### config.mk
export PLATFORM = sky130hd
export DESIGN_NAME = qmax_scan
export DESIGN_NICKNAME = d
export VERILOG_FILES = /design/src/rtl/qlearn_pkg.sv /design/src/rtl/qlearn_lfsr.sv /design/src/rtl/qmax_scan.sv
export SDC_FILE = /design/constraint.sdc
export NUM_CORES = 1
export LEC_CHECK = 0
export ABC_AREA = 0
export CAP_MARGIN = 25
export CORE_ASPECT_RATIO = 1.25
export CORE_MARGIN = 2
export CORE_UTILIZATION = 53
export CTS_CLUSTER_SIZE = 30
export DETAILED_ROUTE_END_ITERATION = 6
export GPL_TIMING_DRIVEN = 0
export HOLD_SLACK_MARGIN = 0.12
export MAX_ROUTING_LAYER = met4
export PLACE_DENSITY = 0.8
export SETUP_SLACK_MARGIN = 0.15
export SYNTH_ARGS = -nofsm -noshare
export SYNTH_HDL_FRONTEND = slang
export SYNTH_SLANG_ARGS = --single-unit
### constraint.sdc
create_clock -name clk -period 3.5 [get_ports clk]
set_input_delay 0.35 -clock clk [delete_from_list [all_inputs] [get_ports clk]]
set_output_delay 0.35 -clock clk [all_outputs]
set_load 0.03 [all_outputs]
### src/rtl/qlearn_pkg.sv
// Shared constants and types for the Q-learning action-selection blocks.
// Contents:
//   scan_state_e - scan/hold state of qmax_scan
//   LfsrSeed     - reset value of the exploration LFSR
//   LfsrPoly     - Galois feedback mask for x^16 + x^14 + x^13 + x^11 + 1
package qlearn_pkg;

  typedef enum logic {
    StScan = 1'b0,
    StHold = 1'b1
  } scan_state_e;

  localparam logic [15:0] LfsrSeed = 16'hACE1;
  // Right-shifting Galois form: taps 16, 14, 13, 11 map to bits 15, 13, 12, 10.
  localparam logic [15:0] LfsrPoly = 16'hB400;

endpackage

### src/rtl/qlearn_lfsr.sv
// 16-bit Galois LFSR, advancing once per clock, used as the exploration
// random source of qmax_scan.
// Ports:
//   clk   - clock
//   rst_n - asynchronous active-low reset, loads LfsrSeed
//   lfsr  - current LFSR state
module qlearn_lfsr
  import qlearn_pkg::*;
(
  input  logic        clk,
  input  logic        rst_n,
  output logic [15:0] lfsr
);

  logic [15:0] lfsr_q, lfsr_d;

  always_comb begin
    lfsr_d = {1'b0, lfsr_q[15:1]};
    if (lfsr_q[0]) begin
      lfsr_d = lfsr_d ^ LfsrPoly;
    end
  end

  always_ff @(posedge clk or negedge rst_n) begin
    if (!rst_n) begin
      lfsr_q <= LfsrSeed;
    end else begin
      lfsr_q <= lfsr_d;
    end
  end

  assign lfsr = lfsr_q;

endmodule

### src/rtl/qmax_scan.sv
// Streaming arg-max over NUM_ACTIONS signed Q-values. Samples arrive in action
// order; after the last one the block holds {out_value, out_arg} until the
// consumer takes it, then scans again. Ties keep the lower action index.
// Optional epsilon-greedy selection is compiled in with QMAX_EPS_GREEDY_EN:
// at sample 0 a random action k and a random draw r are taken from an LFSR,
// and if r < eps_threshold the result is sample k instead of the maximum.
// Ports:
//   clk, rst_n          - clock, asynchronous active-low reset
//   clear               - synchronous abort of the scan or pending result
//   in_valid/in_ready   - Q-value input handshake, in_data the sample
//   out_valid/out_ready - result handshake
//   out_value, out_arg  - selected Q-value and its action index
//   eps_threshold       - exploration threshold (QMAX_EPS_GREEDY_EN only)
//   out_explore         - result came from exploration (QMAX_EPS_GREEDY_EN only)
module qmax_scan
  import qlearn_pkg::*;
#(
  parameter int unsigned DATA_LENGTH = 32,
  parameter int unsigned NUM_ACTIONS = 4,
  parameter int unsigned EPS_LENGTH  = 8,
  localparam int unsigned ARG_LENGTH = $clog2(NUM_ACTIONS)
) (
  input  logic                          clk,
  input  logic                          rst_n,
  input  logic                          clear,
  input  logic                          in_valid,
  output logic                          in_ready,
  input  logic signed [DATA_LENGTH-1:0] in_data,
  output logic                          out_valid,
  input  logic                          out_ready,
  output logic signed [DATA_LENGTH-1:0] out_value,
  output logic        [ARG_LENGTH-1:0]  out_arg
`ifdef QMAX_EPS_GREEDY_EN
  ,
  input  logic        [EPS_LENGTH-1:0]  eps_threshold,
  output logic                          out_explore
`endif
);

  if (NUM_ACTIONS < 2 || NUM_ACTIONS > 256) begin : g_bad_num_actions
    $error("qmax_scan: NUM_ACTIONS must be in 2..256");
  end
  if (EPS_LENGTH < 1 || EPS_LENGTH > 16) begin : g_bad_eps_length
    $error("qmax_scan: EPS_LENGTH must be in 1..16");
  end

  localparam logic [ARG_LENGTH-1:0] LastIdx = ARG_LENGTH'(NUM_ACTIONS - 1);

  scan_state_e                   state_q, state_d;
  logic        [ARG_LENGTH-1:0]  cnt_q, cnt_d;
  logic signed [DATA_LENGTH-1:0] max_q, max_d;
  logic        [ARG_LENGTH-1:0]  max_arg_q, max_arg_d;
  logic signed [DATA_LENGTH-1:0] value_q, value_d;
  logic        [ARG_LENGTH-1:0]  arg_q, arg_d;

  logic                          first, last;
  logic signed [DATA_LENGTH-1:0] greedy_value, sel_value;
  logic        [ARG_LENGTH-1:0]  greedy_arg, sel_arg;

  assign first = (cnt_q == '0);
  assign last  = (cnt_q == LastIdx);

  // Running maximum including the sample on in_data; sample 0 always loads.
  always_comb begin
    if (first || (in_data > max_q)) begin
      greedy_value = in_data;
      greedy_arg   = cnt_q;
    end else begin
      greedy_value = max_q;
      greedy_arg   = max_arg_q;
    end
  end

`ifdef QMAX_EPS_GREEDY_EN
  logic [15:0]                   lfsr;
  logic [ARG_LENGTH-1:0]         k_raw, k_draw, k_q, k_d, cur_k;
  logic                          explore_draw, explore_q, explore_d, cur_explore;
  logic signed [DATA_LENGTH-1:0] pick_q, pick_d;
  logic                          out_explore_q, out_explore_d, sel_explore;

  qlearn_lfsr u_lfsr (
    .clk   (clk),
    .rst_n (rst_n),
    .lfsr  (lfsr)
  );

  assign k_raw        = lfsr[ARG_LENGTH-1:0];
  // Fold out-of-range draws back into 0..NUM_ACTIONS-1.
  assign k_draw       = (32'(k_raw) >= NUM_ACTIONS) ? ARG_LENGTH'(32'(k_raw) - NUM_ACTIONS)
                                                     : k_raw;
  assign explore_draw = (lfsr[15 -: EPS_LENGTH] < eps_threshold);

  // The draw is taken while sample 0 is on the input, so use it directly then.
  assign cur_k       = first ? k_draw : k_q;
  assign cur_explore = first ? explore_draw : explore_q;

  always_comb begin
    k_d       = k_q;
    explore_d = explore_q;
    pick_d    = pick_q;
    if (state_q == StScan && in_valid && !clear) begin
      k_d       = cur_k;
      explore_d = cur_explore;
      if (cnt_q == cur_k) begin
        pick_d = in_data;
      end
    end
  end

  always_comb begin
    if (cur_explore) begin
      sel_value   = (cnt_q == cur_k) ? in_data : pick_q;
      sel_arg     = cur_k;
      sel_explore = 1'b1;
    end else begin
      sel_value   = greedy_value;
      sel_arg     = greedy_arg;
      sel_explore = 1'b0;
    end
  end

  always_comb begin
    out_explore_d = out_explore_q;
    if (state_q == StScan && in_valid && !clear && last) begin
      out_explore_d = sel_explore;
    end
  end

  always_ff @(posedge clk or negedge rst_n) begin
    if (!rst_n) begin
      k_q           <= '0;
      explore_q     <= 1'b0;
      pick_q        <= '0;
      out_explore_q <= 1'b0;
    end else begin
      k_q           <= k_d;
      explore_q     <= explore_d;
      pick_q        <= pick_d;
      out_explore_q <= out_explore_d;
    end
  end

  assign out_explore = out_explore_q;
`else
  assign sel_value = greedy_value;
  assign sel_arg   = greedy_arg;
`endif

  always_comb begin
    state_d   = state_q;
    cnt_d     = cnt_q;
    max_d     = max_q;
    max_arg_d = max_arg_q;
    value_d   = value_q;
    arg_d     = arg_q;
    unique case (state_q)
      StScan: begin
        if (clear) begin
          cnt_d = '0;
        end else if (in_valid) begin
          max_d     = greedy_value;
          max_arg_d = greedy_arg;
          if (last) begin
            cnt_d   = '0;
            value_d = sel_value;
            arg_d   = sel_arg;
            state_d = StHold;
          end else begin
            cnt_d = cnt_q + ARG_LENGTH'(1);
          end
        end
      end
      StHold: begin
        if (clear || out_ready) begin
          state_d = StScan;
        end
      end
      default: state_d = StScan;
    endcase
  end

  always_ff @(posedge clk or negedge rst_n) begin
    if (!rst_n) begin
      state_q   <= StScan;
      cnt_q     <= '0;
      max_q     <= '0;
      max_arg_q <= '0;
      value_q   <= '0;
      arg_q     <= '0;
    end else begin
      state_q   <= state_d;
      cnt_q     <= cnt_d;
      max_q     <= max_d;
      max_arg_q <= max_arg_d;
      value_q   <= value_d;
      arg_q     <= arg_d;
    end
  end

  assign in_ready  = (state_q == StScan);
  assign out_valid = (state_q == StHold);
  assign out_value = value_q;
  assign out_arg   = arg_q;

endmodule

metal_stack.png
The bar under the picture is 20 microns long.
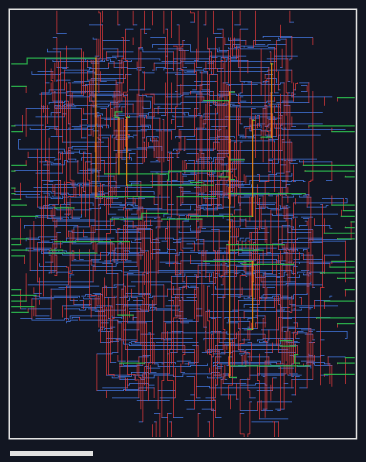
color	layer	wire length
red	met2	4830 microns
blue	met1	4300 microns
orange	met4	189 microns
green	met3	493 microns

registers.png
The bar under the picture is 20 microns long. Other sequential cells in the stronger gray, the rest of the logic in the fainter gray.
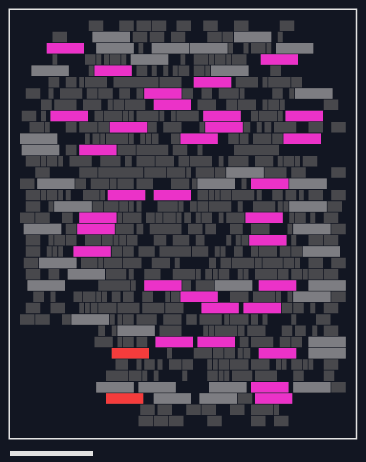
color	name in the netlist	sequential cells
magenta	max_q	32
red	out_arg	2

final_clocks.png
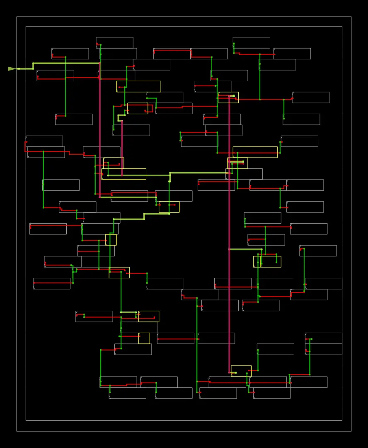
clock latency on the worst-skew pair: 360 ps
Flops: 71
CLK BUF: 9
CTS buffer count: 9
Clk. pwr: 795 uW

port_nets.png
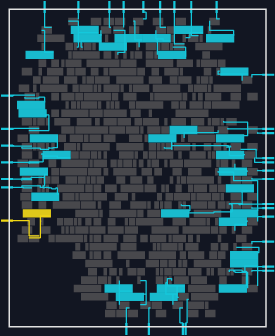
color	port	bits	direction	edge	end cells	buffers	wire
cyan	out_value	32	output	13 east, 9 north, 6 west, 4 south	32	32	643 microns
yellow	out_valid	1	output	west	1	1	28.1 microns

==> impl_metrics.py <==
# Metrics from the implementation run
metrics = {
    "yosys": {
        "ys_warn_count": 0,
        "yosysUniqueCellTypes": 40,
        "postSynthSeqShare": 0.427,
        "ys_sh_simple": 0.116,
        "yosys_most_used_dff": "dfrtp_1",
        "async_flop_share": 1.00,
        "top_logic_kind": "AND-OR/OR-AND gates",
        "synth_adder_area_share": 0.102,
        "synth_area_sq_um": 4160,
        "postSynthAreaPerCell_sq_um": 10.6,
        "synth_flops": 71,
        "yosys-stat-cells": 393,
        "synth_nets": 464,
        "aoi_share": 0.171,
    },
    "timing": {
        "finalSetupViolations": 0,
        "final_hold_viol_count": 0,
        "setup_ws_ps": 302,
        "final_max_slew_viol_count": 0,
        "fmax_ghz": 0.313,
        "rsz0062_at_grt": "false",
        "skew_ps": 8.85,
        "slew_headroom": 0.401,
        "period_used_share": 0.914,
        "fin_crit_ps": 3200,
    },
    "clocking": {
        "cts_resized": 0,
        "htreeDepth": 3,
        "root_buffer": "clkbuf_8",
        "numClockSinks": 71,
        "cts_tree": "done",
        "cts_buffer_depth": 2,
    },
    "placement": {
        "dpl.cell_count": 560,
        "port_buffers": 72,
        "hpwlAfterDp_microns": 6860,
        "finalWeightedCongestion": 0.839,
        "place_area_sq_um": 5000,
        "pre_cts_ws_ps": -85.4,
    },
    "setup_path": {
        "start_kind": "input port",
        "reg2reg_slack_ps": 370,
        "crit_start": "in_data[17]",
        "r2r_cells": 11,
        "path_max_fanout": 10,
        "arrival_ps": 3440,
        "path_class": "input port to flop",
        "cp-end-kind": "flop",
        "rr_startpoint": "max_q[19]",
        "r2r_end": "max_q[12]",
    },
    "global_route": {
        "grt.overflow.total": 0,
        "grt_pass1_wl_microns": 16500,
        "antenna_found_initial": 0,
        "grt_start_max_net_pins": 72,
        "gr-usage-met3": 0.0416,
        "grt-busiest-layer": "met2",
        "use_met1": 0.312,
        "grt.total_usage": 0.249,
    },
    "detailed_routing": {
        "drt-initial-drc-count": 167,
        "wl_microns": 9810,
        "vias": 3368,
        "drtPass1Iterations": 4,
        "drtAntennaViolNets": 0,
        "route.detailed.drc": 0,
        "wl_per_cell_microns": 17.0,
        "viasPerCell": 5.84,
    },
    "layout": {
        "fill_cells": 589,
        "layout.cells.most_common": "nand2_1",
        "mostFrequentLayoutCells": "nand2_1, dfrtp_1, clkdlybuf4s50_1",
        "diodes": 0,
        "nNetsFinal": 549,
        "syn_to_final_growth_pct": 26.1,
        "regArea_sq_um": 1780,
        "stdcell_area_sq_um": 5250,
        "comb_area_sq_um": 2110,
        "final_layout_size_suffix_gt1_frac": 0.147,
    },
    "floorplan": {
        "core_sq_um": 7700,
        "fp.dieArea_sq_um": 8580,
        "die_x_microns": 83.2,
        "row_count": 36,
        "die_y_microns": 103,
    },
    "worst_hold_path": {
        "hold_path_class": "input port to asynchronous set/reset pin",
    },
    "power": {
        "powerDensity_nw_per_um2": 567,
        "p_leak_uw": 0.00232,
        "ir_drop_v": 0.000316,
    },
    "run": {
        "warnings": 27,
        "maxCapViolCount": 0,
    },
    "outcome": {
        "status": "finished, final reports clean",
    },
}
-- layout make-up --
cell class              instances  area share
plain buffers                  24      0.0246
well taps                      95      0.0227
multi-input cells             260       0.403
inverters                      38      0.0272
repair buffers                 74       0.140
clock inverters                 6      0.0210
flip-flops and latches         71       0.339
clock buffers                   9      0.0236
-- worst max-delay path: stages --
cell	delay [ps]
clkdlybuf4s50_1	480
ha_1	350
a21o_1	160
a221o_1	350
a21oi_2	220
nand4b_1	160
nor4_4	580
nor4_4	100
buf_4	200
buf_6	170
mux2_4	310
-- sequential cells by signal, indices dropped and copies added, names as in the netlist --
| signal | cells |
|---|---|
| max_q | 32 |
| out_value | 32 |
| cnt_q | 2 |
| max_arg_q | 2 |
| out_arg | 2 |
| out_valid | 1 |
-- how the worst min path moves through the flow --
stage | slack, ps | depth (start not counted) | endpoint
floorplan | 50 | 0 | cnt_q[0]
global route | 190 | 1 | out_value[4]
detailed placement | 500 | 2 | out_value[7]
CTS | 150 | 1 | out_value[5]
global placement | 490 | 2 | out_value[8]
finish | 110 | 1 | out_value[5]
-- synth_stat cells (2+ instances only) --
master / n / area [sq um]
o311ai_0: 3 / 26.3
mux2_2: 4 / 45.0
nand3_1: 3 / 15.0
clkbuf_1: 12 / 45.0
buf_6: 3 / 33.8
buf_1: 2 / 7.51
nor4_4: 3 / 63.8
buf_4: 3 / 22.5
buf_2: 4 / 20.0
a21o_1: 3 / 22.5
o22ai_1: 2 / 12.5
nand4_2: 2 / 25.0
dfrtp_1: 71 / 1780
mux2_4: 30 / 450
o21ai_0: 2 / 10.0
nand4_1: 5 / 31.3
nand2_1: 72 / 270
a21oi_1: 12 / 60.1
o211ai_1: 66 / 495
inv_1: 38 / 143
ha_1: 34 / 425
-- through the flow --
step / utilization / total power, uW / TNS [ps]
CTS: 0.679 / 2970 / 0
global placement: 0.649 / 2140 / -23680
global route: 0.681 / 3130 / 0
detailed placement: 0.649 / 2180 / -2230
floorplan: - / 1790 / 0
finish: 0.681 / 2970 / 0
-- layer usage --
metal / share of wire / wire, microns
met4: 0.019 / 188
met5: 0 / 0
met2: 0.49 / 4830
met3: 0.050 / 493
met1: 0.44 / 4300
-- report_power, final --
part / switching [uW] / total (uW) / internal, uW / leakage (uW)
clock: 327 / 795 / 468 / 0.000111
combinational: 551 / 1050 / 495 / 0.00132
sequential: 131 / 1130 / 1000 / 0.000896
-- timing repair --
action / CTS / global route
hold buffers: 0 / 0
hold endpoints to repair: 0 / 0
endpoints found under the setup margin: 0 / 30
buffers inserted: 0 / 2
-- cell families after synthesis --
logic type | Yosys count
flip-flops | 71
AND/OR/NAND/NOR | 96
buffers and inverters | 62
multiplexers | 34
AND-OR/OR-AND | 96
adder cells (fa/ha/maj) | 34
Power figures rest on the tool's default switching activity, not on a simulated workload.
